`config.mk`:
```
export PLATFORM = sky130hd
export DESIGN_NAME = arm_instr_encoder
export DESIGN_NICKNAME = d
export VERILOG_FILES = /design/src/rtl/arm_instr_encoder_pkg.sv /design/src/rtl/arm_encode_fields.sv /design/src/rtl/arm_instr_encoder.sv
export SDC_FILE = /design/constraint.sdc
export NUM_CORES = 1
export LEC_CHECK = 0
export ABC_AREA = 0
export CAP_MARGIN = 20
export CORE_ASPECT_RATIO = 0.9
export CORE_MARGIN = 3
export CORE_UTILIZATION = 35
export CTS_CLUSTER_SIZE = 30
export DETAILED_ROUTE_END_ITERATION = 6
export GPL_TIMING_DRIVEN = 1
export HOLD_SLACK_MARGIN = 0.15
export PLACE_DENSITY_LB_ADDON = 0.1
export SETUP_SLACK_MARGIN = 0.05
export SLEW_MARGIN = 30
export SYNTH_ARGS = -nofsm -noshare
export SYNTH_HDL_FRONTEND = slang
export SYNTH_SLANG_ARGS = --single-unit
```
`constraint.sdc`:
```
create_clock -name clk -period 3.7 [get_ports clk]
set_input_delay 0.74 -clock clk [delete_from_list [all_inputs] [get_ports clk]]
set_output_delay 0.74 -clock clk [all_outputs]
set_load 0.02 [all_outputs]
```
`src/rtl/arm_instr_encoder_pkg.sv`:
```
// Shared constants and types for the ARMv4 instruction encoder: family numbering,
// condition codes, field positions and the request/FIFO-entry layouts.
package arm_instr_encoder_pkg;

    localparam logic [3:0] FAM_DPI  = 4'd0;
    localparam logic [3:0] FAM_DPIS = 4'd1;
    localparam logic [3:0] FAM_DPRS = 4'd2;
    localparam logic [3:0] FAM_MUL  = 4'd3;
    localparam logic [3:0] FAM_MULL = 4'd4;
    localparam logic [3:0] FAM_MRS  = 4'd5;
    localparam logic [3:0] FAM_MSRI = 4'd6;
    localparam logic [3:0] FAM_MSRR = 4'd7;
    localparam logic [3:0] FAM_LSI  = 4'd8;
    localparam logic [3:0] FAM_LSR  = 4'd9;
    localparam logic [3:0] FAM_HLSI = 4'd10;
    localparam logic [3:0] FAM_HLSR = 4'd11;
    localparam logic [3:0] FAM_SWP  = 4'd12;
    localparam logic [3:0] FAM_LSM  = 4'd13;
    localparam logic [3:0] FAM_BR   = 4'd14;
    localparam logic [3:0] FAM_UND  = 4'd15;

    localparam logic [3:0] COND_EQ = 4'h0;
    localparam logic [3:0] COND_NE = 4'h1;
    localparam logic [3:0] COND_CS = 4'h2;
    localparam logic [3:0] COND_CC = 4'h3;
    localparam logic [3:0] COND_MI = 4'h4;
    localparam logic [3:0] COND_PL = 4'h5;
    localparam logic [3:0] COND_VS = 4'h6;
    localparam logic [3:0] COND_VC = 4'h7;
    localparam logic [3:0] COND_HI = 4'h8;
    localparam logic [3:0] COND_LS = 4'h9;
    localparam logic [3:0] COND_GE = 4'hA;
    localparam logic [3:0] COND_LT = 4'hB;
    localparam logic [3:0] COND_GT = 4'hC;
    localparam logic [3:0] COND_LE = 4'hD;
    localparam logic [3:0] COND_AL = 4'hE;

    localparam int COND_LSB  = 28;
    localparam int PUBWL_LSB = 20;
    localparam int RN_LSB    = 16;
    localparam int RD_LSB    = 12;
    localparam int RS_LSB    = 8;
    localparam int RM_LSB    = 0;

    localparam int DEPTH_DEF = 2;

    typedef struct packed {
        logic [3:0]  fam;
        logic [3:0]  cond;
        logic [3:0]  op;
        logic        s_bit;
        logic [4:0]  pubwl;
        logic [3:0]  rn;
        logic [3:0]  rd;
        logic [3:0]  rs;
        logic [3:0]  rm;
        logic [23:0] imm;
    } enc_req_t;

    typedef struct packed {
        logic [31:0] word;
        logic [3:0]  fam;
        logic        err;
    } enc_ent_t;

endpackage

```
`src/rtl/arm_encode_fields.sv`:
```
// Combinational assembly of one 32-bit ARMv4 word plus illegal-combination flag
// from registered request fields; zero latency, no flow control of its own.
module arm_encode_fields
    import arm_instr_encoder_pkg::*;
(
    input  logic [3:0]  fam,
    input  logic [3:0]  cond,
    input  logic [3:0]  op,
    input  logic        s_bit,
    input  logic [4:0]  pubwl,
    input  logic [3:0]  rn,
    input  logic [3:0]  rd,
    input  logic [3:0]  rs,
    input  logic [3:0]  rm,
    input  logic [23:0] imm,
    output logic [31:0] word,
    output logic        err
);

    logic [27:0] body;

    always_comb begin
        body = '0;
        err  = 1'b0;
        case (fam)
            FAM_DPI:  body = {3'b001, op, s_bit, rn, rd, imm[11:0]};
            FAM_DPIS: body = {3'b000, op, s_bit, rn, rd, imm[11:7], imm[6:5], 1'b0, rm};
            FAM_DPRS: body = {3'b000, op, s_bit, rn, rd, rs, 1'b0, imm[6:5], 1'b1, rm};
            FAM_MUL: begin
                body = {6'b000000, op[0], s_bit, rd, rn, rs, 4'b1001, rm};
                err  = (rd == 4'hF) || (rm == 4'hF);
            end
            FAM_MULL: begin
                body = {5'b00001, op[1:0], s_bit, rn, rd, rs, 4'b1001, rm};
                err  = (rd == 4'hF) || (rm == 4'hF);
            end
            FAM_MRS:  body = {5'b00010, op[0], 2'b00, 4'hF, rd, 12'h000};
            FAM_MSRI: body = {5'b00110, op[0], 2'b10, rn, 4'hF, imm[11:0]};
            FAM_MSRR: body = {5'b00010, op[0], 2'b10, rn, 4'hF, 8'h00, rm};
            FAM_LSI:  body = {3'b010, pubwl, rn, rd, imm[11:0]};
            FAM_LSR:  body = {3'b011, pubwl, rn, rd, imm[11:7], imm[6:5], 1'b0, rm};
            // SH=00 in the halfword forms would decode as multiply/swap instead
            FAM_HLSI: begin
                body = {3'b000, pubwl[4], pubwl[3], 1'b1, pubwl[1], pubwl[0], rn, rd,
                        imm[7:4], 1'b1, op[1:0], 1'b1, imm[3:0]};
                err  = (op[1:0] == 2'b00);
            end
            FAM_HLSR: begin
                body = {3'b000, pubwl[4], pubwl[3], 1'b0, pubwl[1], pubwl[0], rn, rd,
                        4'b0000, 1'b1, op[1:0], 1'b1, rm};
                err  = (op[1:0] == 2'b00);
            end
            FAM_SWP:  body = {5'b00010, op[0], 2'b00, rn, rd, 4'b0000, 4'b1001, rm};
            FAM_LSM: begin
                body = {3'b100, pubwl, rn, imm[15:0]};
                err  = (imm[15:0] == 16'h0000);
            end
            FAM_BR:   body = {3'b101, op[0], imm[23:0]};
            FAM_UND:  body = {3'b011, imm[23:4], 1'b1, imm[3:0]};
            default:  body = '0;
        endcase
    end

    assign word = (32'(cond) << COND_LSB) | {4'h0, body};

endmodule

```
`src/rtl/arm_instr_encoder.sv`:
```
// ARMv4 instruction encoder: request register, combinational assembly, output FIFO.
// Accept-to-out_valid is two edges; in_ready drops once S1 plus FIFO occupancy reaches DEPTH.
module arm_instr_encoder
    import arm_instr_encoder_pkg::*;
#(
    parameter int DEPTH = DEPTH_DEF,
    parameter int CNT_W = 16
) (
    input  logic             clk,
    input  logic             rst_n,
    input  logic             in_valid,
    output logic             in_ready,
    input  logic [3:0]       fam,
    input  logic [3:0]       cond,
    input  logic [3:0]       op,
    input  logic             s_bit,
    input  logic [4:0]       pubwl,
    input  logic [3:0]       rn,
    input  logic [3:0]       rd,
    input  logic [3:0]       rs,
    input  logic [3:0]       rm,
    input  logic [23:0]      imm,
    output logic             out_valid,
    input  logic             out_ready,
    output logic [31:0]      out_word,
    output logic [3:0]       out_fam,
    output logic             out_err,
    output logic [CNT_W-1:0] enc_count,
    output logic [CNT_W-1:0] err_count
);

    localparam int AW = $clog2(DEPTH);
    localparam int CW = $clog2(DEPTH + 1);

    enc_req_t         s1_q, s1_d;
    logic             s1_valid_q, s1_valid_d;
    enc_ent_t         mem_q [DEPTH];
    enc_ent_t         mem_d [DEPTH];
    logic [AW-1:0]    wr_ptr_q, wr_ptr_d;
    logic [AW-1:0]    rd_ptr_q, rd_ptr_d;
    logic [CW-1:0]    count_q, count_d;
    logic [CNT_W-1:0] enc_count_q, enc_count_d;
    logic [CNT_W-1:0] err_count_q, err_count_d;

    logic        accept, push, pop;
    logic [31:0] enc_word;
    logic        enc_err;

    // Ignores a same-cycle pop so the word already in S1 always has a FIFO slot
    assign in_ready  = rst_n && ((32'(count_q) + 32'(s1_valid_q)) < 32'(DEPTH));
    assign accept    = in_valid && in_ready;
    assign push      = s1_valid_q;
    assign out_valid = (count_q != '0);
    assign pop       = out_valid && out_ready;

    arm_encode_fields u_fields (
        .fam   (s1_q.fam),
        .cond  (s1_q.cond),
        .op    (s1_q.op),
        .s_bit (s1_q.s_bit),
        .pubwl (s1_q.pubwl),
        .rn    (s1_q.rn),
        .rd    (s1_q.rd),
        .rs    (s1_q.rs),
        .rm    (s1_q.rm),
        .imm   (s1_q.imm),
        .word  (enc_word),
        .err   (enc_err)
    );

    always_comb begin
        s1_valid_d = accept;
        s1_d       = s1_q;
        if (accept) begin
            s1_d.fam   = fam;
            s1_d.cond  = cond;
            s1_d.op    = op;
            s1_d.s_bit = s_bit;
            s1_d.pubwl = pubwl;
            s1_d.rn    = rn;
            s1_d.rd    = rd;
            s1_d.rs    = rs;
            s1_d.rm    = rm;
            s1_d.imm   = imm;
        end

        mem_d    = mem_q;
        wr_ptr_d = wr_ptr_q;
        rd_ptr_d = rd_ptr_q;
        count_d  = count_q;
        if (push) begin
            mem_d[wr_ptr_q] = '{word: enc_word, fam: s1_q.fam, err: enc_err};
            wr_ptr_d        = wr_ptr_q + AW'(1);
        end
        if (pop) begin
            rd_ptr_d = rd_ptr_q + AW'(1);
        end
        case ({push, pop})
            2'b10:   count_d = count_q + CW'(1);
            2'b01:   count_d = count_q - CW'(1);
            default: count_d = count_q;
        endcase

        enc_count_d = enc_count_q;
        err_count_d = err_count_q;
        if (pop) begin
            enc_count_d = enc_count_q + CNT_W'(1);
            if (mem_q[rd_ptr_q].err) begin
                err_count_d = err_count_q + CNT_W'(1);
            end
        end
    end

    always_ff @(posedge clk or negedge rst_n) begin
        if (!rst_n) begin
            s1_q        <= '0;
            s1_valid_q  <= 1'b0;
            for (int i = 0; i < DEPTH; i++) begin
                mem_q[i] <= '0;
            end
            wr_ptr_q    <= '0;
            rd_ptr_q    <= '0;
            count_q     <= '0;
            enc_count_q <= '0;
            err_count_q <= '0;
        end else begin
            s1_q        <= s1_d;
            s1_valid_q  <= s1_valid_d;
            mem_q       <= mem_d;
            wr_ptr_q    <= wr_ptr_d;
            rd_ptr_q    <= rd_ptr_d;
            count_q     <= count_d;
            enc_count_q <= enc_count_d;
            err_count_q <= err_count_d;
        end
    end

    assign out_word  = mem_q[rd_ptr_q].word;
    assign out_fam   = mem_q[rd_ptr_q].fam;
    assign out_err   = mem_q[rd_ptr_q].err;
    assign enc_count = enc_count_q;
    assign err_count = err_count_q;

endmodule

```
### Local utilization

The die is cut into 17 by 15 equal tiles; white is low, dark blue is high, 0 to 100% covered.
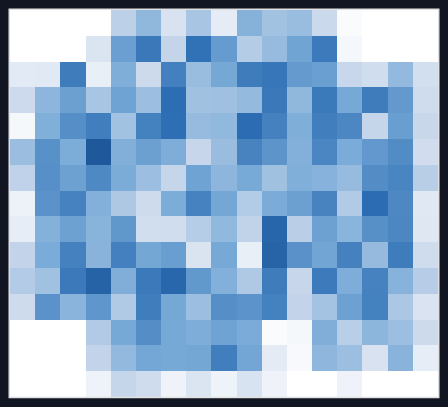
fullest tile = 84%
tiles over 75% full = 3.5%
mean over tiles = 39%
nearly empty tiles = 11%

### Gate families picked out

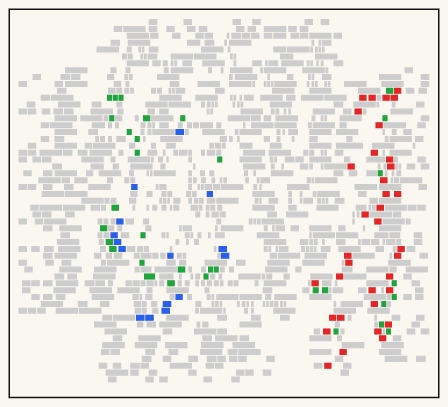
blue -> non-inverting ao/oa cells  # cells 15
red -> xor and xnor cells  # cells 35, where a vertical strip on the right
green -> and/or cells  # cells 33

### Met2 routing

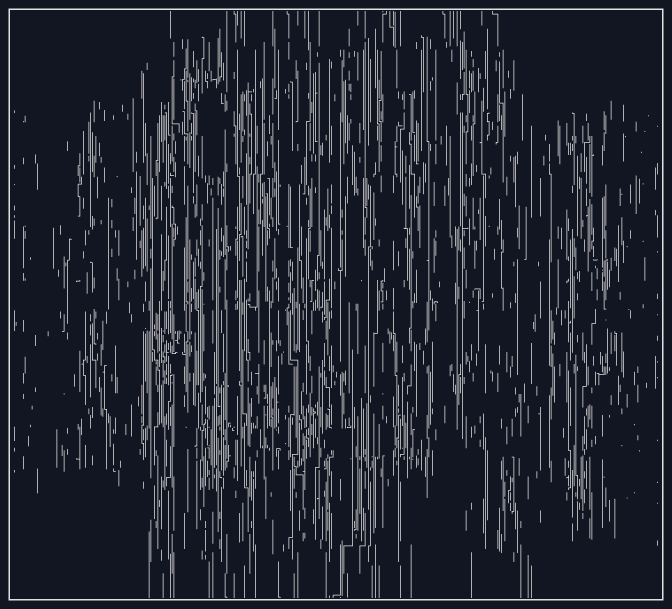
main direction = vertical
nets with wire on the layer = 827
wire length on this layer = 10500 um
longest straight run = 84.7 um
share of all routed wire = 47%

sequential cells by signal, summed over array words and instances, names as in the netlist:
register,count
count_q,2
rd_ptr_q,1
enc_count,16
err_count,16
wr_ptr_q,1
mem_q,74
push,1
s1_q,58
synthesized netlist by cell type, drive strengths merged (2+ instances only):
master	number
nor2b	3
buf	36
nand2	103
a311oi	6
a211oi	8
a221o	4
nor2	38
mux2	97
nor3b	4
a22oi	5
o21a	2
or2	2
clkbuf	17
a32o	3
a22o	5
inv	9
nand4	18
ha	3
a21boi	2
and2	8
a2bb2oi	2
dfrtp	169
nand3	15
a32oi	3
o211ai	4
o21ai	53
nor4	19
a21oi	24
mux2i	3
and4	2
xnor2	29
and3	14
a222oi	5
nor3	3
xor2	6
o221ai	3
o22ai	3
a31oi	17
nor4b	2
or3b	5
nand2b	28
final cells by class:
type	instances	area, um2	share of cell area
flip-flops and latches	169	4230	0.400
multi-input cells	557	3880	0.367
repair buffers	149	1450	0.137
clock buffers	18	439	0.0415
well taps	302	378	0.0357
clock inverters	14	158	0.0149
inverters	9	33.8	0.00319
power by group:
group	switching [W]	internal [W]	total, W
combinational	0.00221	0.00205	0.00426
clock	0.000820	0.000979	0.00180
sequential	0.000873	0.00263	0.00350
placed cells by master, fill, tap and decap left out, types with 6 or more instances in the layout:
master	count
a311oi_1	6
mux2_4	9
nand3_1	15
nor2_1	37
a21oi_1	24
inv_1	9
nand2b_1	27
clkdlybuf4s50_1	131
xor2_1	6
buf_4	16
nand2_1	103
nor4_1	15
dfrtp_1	169
mux2_2	88
xnor2_1	29
a211oi_1	7
nand4_1	18
a31oi_1	17
o21ai_0	52
clkbuf_16	17
and3_1	14
==> out/metrics.yaml <==
setup_path:
  r2r-end: "mem_q[52]"
  r2r-start: "s1_q[56]"
  slowest_stage: "mux2i_1"
  endpoint: "out_err"
  cp_cell_sequence: "buf_4 -> mux2i_1 -> inv_1 -> clkdlybuf4s50_1"
  crit_path_end_kind: "primary output"
  cp_top_family: "buffers and inverters"
  cp.required_ns: 2.96
  crit_path_max_fanout: 18
  start_kind: "flop"
  rrSetupSlack_ns: 1.25
  path_class: "flop to primary output"
  rr_worst_depth: 4
  setup.worst_path.start: "rd_ptr_q"
final_timing:
  timing.final.crit_share: 0.843
  hold_violations: 0
  clock.fmax_mhz: 320
  maxSlewViolCount: 0
  worst_clock_skew_ns: 0.0128
  rsz0062_at_grt: "false"
  fin_hold_ws_ns: 0.185
  maxSlewHeadroom: 0.373
  tightest_slew_ns: 0.941
  fin_crit_ns: 3.12
  fin_ws_ns: 0.580
  tns_ns: 0
yosys:
  top_area_cell: "dfrtp_1"
  area_leaders: "dfrtp_1 (50%), mux2_2 (12%), nand2_1 (4.6%)"
  syn_area_um2: 8410
  fp_nets: 853
  topCombFamilyByArea: "simple AND/OR/NAND/NOR gates"
  synth-adder-area-share: 0.00447
  synthArstFlopShare: 1.00
  synth_xor_xnor_area_share: 0.0365
  synthSimpleGateAreaFrac: 0.164
  synth_area_per_cell_um2: 10.7
  postSynthSeqShare: 0.503
  edf_count: 0
  ys_chip_area_um2: 8410
  yosysWarnings: 0
  ys_cells: 788
grt:
  met3_usage: 0.0357
  grt_busiest_layer: "met2"
  use_met1: 0.249
  grt_use_total: 0.175
  antenna_found_initial: 0
  grt_pass1_wl_mm: 36.2
  grt_overflow: 0
  grt_use_met2: 0.280
  grt_max_degree: 74
cts:
  postCtsHoldBufs: 0
  cts_num_sinks: 169
  postCtsSetupRepairBufs: 0
  cts_root_buffer: "clkbuf_16"
  cts_resized: 0
  path_clk_slew_ns: 0.08
  htree_num_levels: 4
  cts_tree: "done"
routing:
  wl_mm: 22.5
  avgViaCountPerCell: 5.33
  met2WireLength_mm: 10.5
  highest_layer: "met4"
  dr.pass1.iters: 6
  wl_met1_mm: 10.7
  final_antenna_net_count: 0
  drc: 0
power:
  power_per_cell_area_nw_per_um2: 904
  p_leak_nw: 4.37
place:
  dpl-instance-area_um2: 9970
  dp_hpwl_mm: 16.4
  post-place-ws_ns: 0.812
  placed_cells: 1186
  place.gp.congestion: 0.838
finish:
  layout-drive-gt1-share: 0.182
  antenna_cells: 0
  syn_to_final_growth_pct: 25.8
  finalNetCount: 968
  final_util: 0.450
  fillCellCount: 2275
  stdcell_area_um2: 10600
  stdcell_count: 1218
run:
  tool_warnings: 26
floorplan:
  chip_area_um2: 25900
  die_h_um: 153
  die_w_um: 169
  initial_core_util: 0.358
outcome:
  status: "completed"
Power and IR drop assume default switching activity.
